Fig. 1: track usage over the die
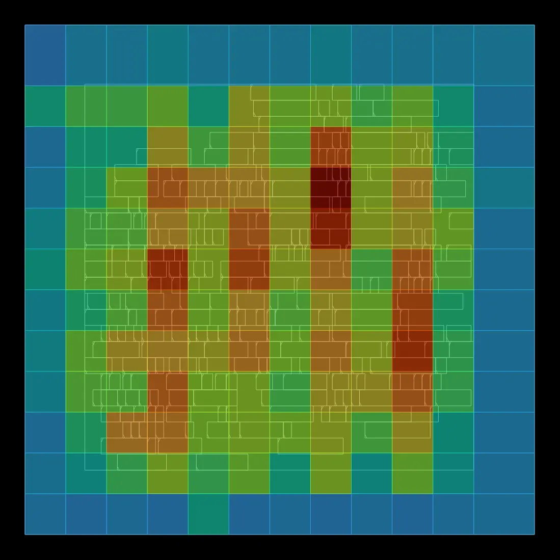
Fig. 2: cell density map
9 x 9 tiles, from black (low) to pale yellow (high), 0 to 100% covered.
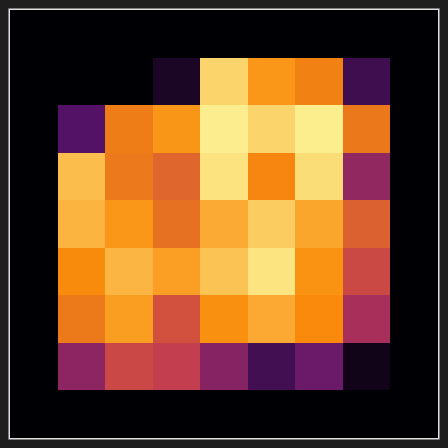
Fig. 3: where the registers sit
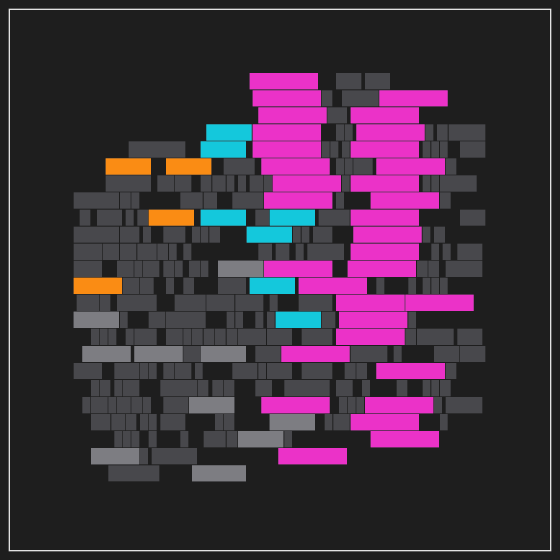
--- src/rtl/sipo_deser.sv ---
// sipo_deser: serial-in, parallel-out deserialiser feeding a small output FIFO.
// Bits are captured on load && sample_en, assembled into WIDTH-bit words, and
// each completed word is pushed into a DEPTH-entry FIFO with a valid/ready pop side.
// Optional feature macro: SIPO_FRAME_ERR_EN adds the frame_err output, which
// pulses when a frame ends on a partially assembled word.
module sipo_deser #(
    parameter int WIDTH     = 8,
    parameter int DEPTH     = 4,
    parameter int LSB_FIRST = 1
) (
    input  logic                       clk,
    input  logic                       reset,
    input  logic                       load,
    input  logic                       sdi,
    input  logic                       sample_en,
    output logic [WIDTH-1:0]           out_data,
    output logic                       out_valid,
    input  logic                       out_ready,
    output logic [$clog2(WIDTH+1)-1:0] bit_cnt,
    output logic                       overflow
`ifdef SIPO_FRAME_ERR_EN
    ,
    output logic                       frame_err
`endif
);

    localparam int CW = $clog2(WIDTH + 1);
    localparam int PW = $clog2(DEPTH);
    localparam int OW = $clog2(DEPTH + 1);

    localparam logic [CW-1:0] LAST_CNT = CW'(WIDTH - 1);
    localparam logic [OW-1:0] FULL_OCC = OW'(DEPTH);

    // Word assembly state
    logic [WIDTH-1:0] shift_q, shift_d;
    logic [CW-1:0]    cnt_q, cnt_d;
    logic [WIDTH-1:0] shifted;
    logic             capture;
    logic             word_done;

    // FIFO state
    logic [WIDTH-1:0] mem [DEPTH];
    logic [PW-1:0]    wr_ptr_q, wr_ptr_d;
    logic [PW-1:0]    rd_ptr_q, rd_ptr_d;
    logic [OW-1:0]    occ_q, occ_d;
    logic             overflow_q, overflow_d;
    logic             fifo_full;
    logic             pop;
    logic             push_ok;

    // Shift direction decides where the first received bit ends up once the word is complete
    generate
        if (LSB_FIRST != 0) begin : g_lsb_first
            assign shifted = {sdi, shift_q[WIDTH-1:1]};
        end else begin : g_msb_first
            assign shifted = {shift_q[WIDTH-2:0], sdi};
        end
    endgenerate

    assign capture   = load & sample_en;
    assign word_done = capture && (cnt_q == LAST_CNT);

    // Next-state for the assembly register and bit counter
    always_comb begin
        shift_d = shift_q;
        cnt_d   = cnt_q;
        if (!load) begin
            shift_d = '0;
            cnt_d   = '0;
        end else if (capture) begin
            if (word_done) begin
                // The full word leaves via the FIFO write port this edge
                shift_d = '0;
                cnt_d   = '0;
            end else begin
                shift_d = shifted;
                cnt_d   = cnt_q + CW'(1);
            end
        end
    end

    // Assembly register and bit counter
    always_ff @(posedge clk) begin
        if (reset) begin
            shift_q <= '0;
            cnt_q   <= '0;
        end else begin
            shift_q <= shift_d;
            cnt_q   <= cnt_d;
        end
    end

    assign out_valid = (occ_q != '0);
    assign fifo_full = (occ_q == FULL_OCC);
    assign pop       = out_valid && out_ready;
    // A pop on the same edge frees the slot, so a full FIFO still accepts the push
    assign push_ok   = word_done && (!fifo_full || pop);

    // FIFO pointer, occupancy and sticky overflow next-state
    always_comb begin
        wr_ptr_d   = wr_ptr_q;
        rd_ptr_d   = rd_ptr_q;
        occ_d      = occ_q;
        overflow_d = overflow_q;
        if (push_ok) begin
            wr_ptr_d = wr_ptr_q + PW'(1);
        end
        if (pop) begin
            rd_ptr_d = rd_ptr_q + PW'(1);
        end
        case ({push_ok, pop})
            2'b10:   occ_d = occ_q + OW'(1);
            2'b01:   occ_d = occ_q - OW'(1);
            default: occ_d = occ_q;
        endcase
        if (word_done && fifo_full && !pop) begin
            overflow_d = 1'b1;
        end
    end

    // FIFO control registers
    always_ff @(posedge clk) begin
        if (reset) begin
            wr_ptr_q   <= '0;
            rd_ptr_q   <= '0;
            occ_q      <= '0;
            overflow_q <= 1'b0;
        end else begin
            wr_ptr_q   <= wr_ptr_d;
            rd_ptr_q   <= rd_ptr_d;
            occ_q      <= occ_d;
            overflow_q <= overflow_d;
        end
    end

    // FIFO storage write; contents need no reset because the output is gated by out_valid
    always_ff @(posedge clk) begin
        if (!reset && push_ok) begin
            mem[wr_ptr_q] <= shifted;
        end
    end

    assign out_data = out_valid ? mem[rd_ptr_q] : '0;
    assign bit_cnt  = cnt_q;
    assign overflow = overflow_q;

`ifdef SIPO_FRAME_ERR_EN
    logic frame_err_q;

    // A non-zero count implies load was high last cycle, so load low now ends a partial frame
    always_ff @(posedge clk) begin
        if (reset) begin
            frame_err_q <= 1'b0;
        end else begin
            frame_err_q <= !load && (cnt_q != '0);
        end
    end

    assign frame_err = frame_err_q;
`endif

endmodule
--- config.mk ---
export PLATFORM = sky130hd
export DESIGN_NAME = sipo_deser
export DESIGN_NICKNAME = d
export VERILOG_FILES = /design/src/rtl/sipo_deser.sv
export SDC_FILE = /design/constraint.sdc
export NUM_CORES = 1
export LEC_CHECK = 0
export ABC_AREA = 1
export CAP_MARGIN = 20
export CORE_MARGIN = 10
export CORE_UTILIZATION = 51
export DETAILED_ROUTE_END_ITERATION = 10
export GPL_ROUTABILITY_DRIVEN = 1
export HOLD_SLACK_MARGIN = 0.12
export PLACE_DENSITY = 0.83
export RECOVER_POWER = 100
export SYNTH_ARGS = -nofsm -noshare
export SYNTH_HDL_FRONTEND = slang
export SYNTH_SLANG_ARGS = --single-unit
export TNS_END_PERCENT = 10
--- constraint.sdc ---
create_clock -name clk -period 1.65 [get_ports clk]
set_clock_uncertainty 0.05 [all_clocks]
set_input_delay 0.33 -clock clk [delete_from_list [all_inputs] [get_ports clk]]
set_output_delay 0.33 -clock clk [all_outputs]
set_load 0.05 [all_outputs]
==> flow_metrics.py <==
# Synthesis and PnR figures
metrics = {
    "outcome": {
        "status": "finished, violations left",
        "violated_checks": "negative setup slack",
    },
    "yosys": {
        "ys_warnings": 0,
        "yosys_area_um2": 2230,
        "yosys-top-cells-count": "sky130_fd_sc_hd__nor2_1, sky130_fd_sc_hd__edfxtp_1, sky130_fd_sc_hd__inv_1",
        "netlist_instances": 216,
        "top_area_frac": 0.430,
        "async_reset_ff_frac": 0,
        "ys_dominant_reg_cell": "sky130_fd_sc_hd__edfxtp_1",
        "postSynthAreaPerCell_um2": 10.3,
        "top_area_cell": "sky130_fd_sc_hd__edfxtp_1",
        "post-synth-top-count-cell": "sky130_fd_sc_hd__nor2_1",
        "topCellsByArea": "sky130_fd_sc_hd__edfxtp_1, sky130_fd_sc_hd__dfxtp_1, sky130_fd_sc_hd__nor2_1, sky130_fd_sc_hd__o21ai_0, sky130_fd_sc_hd__inv_1",
        "yosys_cells": 216,
        "floorplan.nets": 228,
        "synth_cell_types": 30,
        "ys_ff": 53,
        "post_synth_instance_area_um2": 2230,
    },
    "setup_path": {
        "cp.required_ns": 1.27,
        "critPathMostFrequentCell": "sky130_fd_sc_hd__nor2_1",
        "critical-path-slowest-cell": "sky130_fd_sc_hd__dfxtp_4",
        "worst-setup-path-type": "flop to output pin",
        "critical_path.endpoint_type": "output pin",
        "worstPathArrival_ns": 1.43,
        "worstSetupStartpointType": "flop",
        "worstPathMaxFanout": 12,
        "critPathMaxStageDelay_ns": 0.39,
    },
    "final_timing": {
        "setup_slack_ns": -0.159,
        "period_needed_ns": 1.81,
        "finalSetupViolCount": 40,
        "max-slew-margin-rel": 0.769,
        "maxClockFrequency_mhz": 553,
        "worstMarginPinSlew_ns": 0.347,
        "final-hold-violation-count": 0,
        "drv_slew": 0,
        "post-route-period-util": 1.10,
    },
    "floorplan": {
        "die_h_um": 86.2,
        "rows": 24,
        "die-area_um2": 7430,
        "boundaryPins": 20,
        "die_width_um": 86.2,
    },
    "detailed_routing": {
        "firstDrtPassIters": 4,
        "route.vias.total": 1548,
        "final_antenna_net_count": 0,
        "first_iter_violations": 45,
        "routed_wirelength_um": 4190,
        "routed_via_density": 5.04,
        "drc_errors": 0,
    },
    "power_and_ir_drop": {
        "power_frac_comb": 0.452,
        "total_switching_power_uw": 1570,
        "totalPowerFinal_uw": 4090,
        "sequentialPowerShare": 0.372,
        "pwr_density_cell_nw_per_um2": 1400,
        "p_leak_uw": 0.00106,
        "switching_share": 0.385,
        "internal_power_uw": 2510,
        "clock_power_share": 0.176,
        "peak_ir_drop_on_the_vdd_network_mv": 0.945,
    },
    "placement": {
        "placed_cell_area_um2": 2780,
        "gp_congestion": 0.811,
        "number_of_port_buffers": 19,
        "place.detailed.hpwl_um": 3120,
    },
    "final_layout": {
        "layout_area_growth_over_synthesis_pct": 30.7,
        "antenna_diode_instance_count": 0,
        "post-route-cell-area_um2": 2920,
        "num-nets-final": 266,
    },
    "cts": {
        "clock_tree.root_cell": "sky130_fd_sc_hd__clkbuf_8",
        "clkLatencyLatePin_ns": 0.29,
        "cts_setup_buffers": 0,
        "cts_tree": "done",
        "cts_htree_levels": 2,
        "bufs_on_longest_clock_path": 2,
        "clkSlewWorstSetupHoldPaths_ns": 0.09,
        "tritoncts.num_buffers": 5,
        "cts_sinks": 53,
    },
    "global_route": {
        "grt_remaining_overflow": 0,
        "grt_antenna_before_repair": 0,
        "vias_in_the_first_global_route": 1617,
        "grt_max_degree": 17,
    },
    "worst_hold_path": {
        "hold_class": "flop to flop",
    },
}
About Fig. 1:
per-cell routed wire length: 13.6 um
GRT Util Overall: 0.122
met2 track demand over resource in global routing: 0.213
post-layout util: 0.680

About Fig. 2:
mean over tiles: 38%
densest ninth of the die: center
tiles over 75% full: 27%
nearly empty tiles: 42%
emptiest ninth of the die: north-west
Core Box Area: 4290 um^2
initial cell density of the core: 0.520

About Fig. 3:
| name in the netlist | color | flops |
|---|---|---|
| bit_cnt | orange | 4 |
| shift_q | cyan | 7 |
| mem | magenta | 32 |
not colored: 10
sequential portion of the cell area: 0.476
Seq group: 1520 uW

## through the flow
stage / cells / hold slack, ns
2_1_floorplan: 216 / 0.352
3_3_place_gp: 299 / 0.405
3_5_place_dp: 299 / 0.416
4_1_cts: 307 / 0.431
5_1_grt: 307 / 0.452
6_report: 307 / 0.429
## worst max-delay path, delay by kind of cell (launching register included)
family / cells / cell delay, ns
buffers and inverters: 2 / 0.31
and+or+nand+nor: 2 / 0.18
AOI/OAI and AO/OA: 2 / 0.25
DFF: 1 / 0.39
## power by group through the flow
| stage | combinational, uW | clock, uW | sequential [uW] |
|---|---|---|---|
| after floorplan | 1180 | 0 | 1520 |
| final | 1850 | 721 | 1520 |
| after CTS | 1860 | 743 | 1520 |
| after global placement | 1700 | 0 | 1530 |
| after detailed placement | 1730 | 0 | 1530 |
| after global routing | 1980 | 801 | 1530 |
## cell type report
class | count | area, um^2
Tap cell | 52 | 65.1
Timing Repair Buffer | 36 | 378
Fill cell | 312 | 1380
Multi-Input combinational cell | 131 | 880
Inverter | 27 | 113
Clock buffer | 7 | 86.3
Clock inverter | 1 | 7.51
Sequential cell | 53 | 1390
## cells in the final DEF, fill, tap and decap left out, types with 6 or more instances in the layout
master,instances
sky130_fd_sc_hd__o21ai_1,14
sky130_fd_sc_hd__a21oi_4,9
sky130_fd_sc_hd__inv_1,20
sky130_fd_sc_hd__nand2_1,9
sky130_fd_sc_hd__dfxtp_1,16
sky130_fd_sc_hd__buf_4,13
sky130_fd_sc_hd__o21ai_0,6
sky130_fd_sc_hd__nor2_1,45
sky130_fd_sc_hd__edfxtp_1,32
sky130_fd_sc_hd__buf_6,8
sky130_fd_sc_hd__clkbuf_8,6
sky130_fd_sc_hd__a21oi_1,7
## cells by family (layout without fill, tap and decap cells)
kind of cell	Yosys count	count (layout)	share of synthesized area
AND-OR/OR-AND	46	46	0.112
buffers and inverters	32	71	0.0594
XOR/XNOR	1	1	0.00392
multiplexers	1	1	0.00448
AND/OR/NAND/NOR	77	77	0.165
adder cells (fa/ha/maj)	6	6	0.0370
flip-flops	53	53	0.618
## what timing repair did
action | in CTS | in global routing
pin swaps | 2 | 1
hold buffers | 0 | 0
endpoints found under the setup margin | 9 | 18
resized | 33 | 9
## state kept, by name, indices dropped and copies added, names as in the netlist, named ones only
| signal | count |
|---|---|
| bit_cnt | 4 |
| wr_ptr_q | 2 |
| rd_ptr_q | 2 |
| overflow | 1 |
| mem | 32 |
| occ_q | 3 |
| shift_q | 7 |
## final timing paths
path	start	to	slack [ns]	cells after the start
setup reg to reg	bit_cnt[0]	mem[1][4]	-0.07	5
hold reg to reg	rd_ptr_q[1]	flop	0.43	2
hold / removal	rd_ptr_q[1]	flop	0.43	2
setup / recovery	flop	out_data[5]	-0.16	6
## routing by layer
layer | routed length, um | track usage
met2 | 2140 | 0.213
met4 | 73 | 0.0412
met1 | 1720 | 0.131
met3 | 247 | 0.0478
met5 | 0 | 0
Power figures rest on the tool's default switching activity, not on a simulated workload.
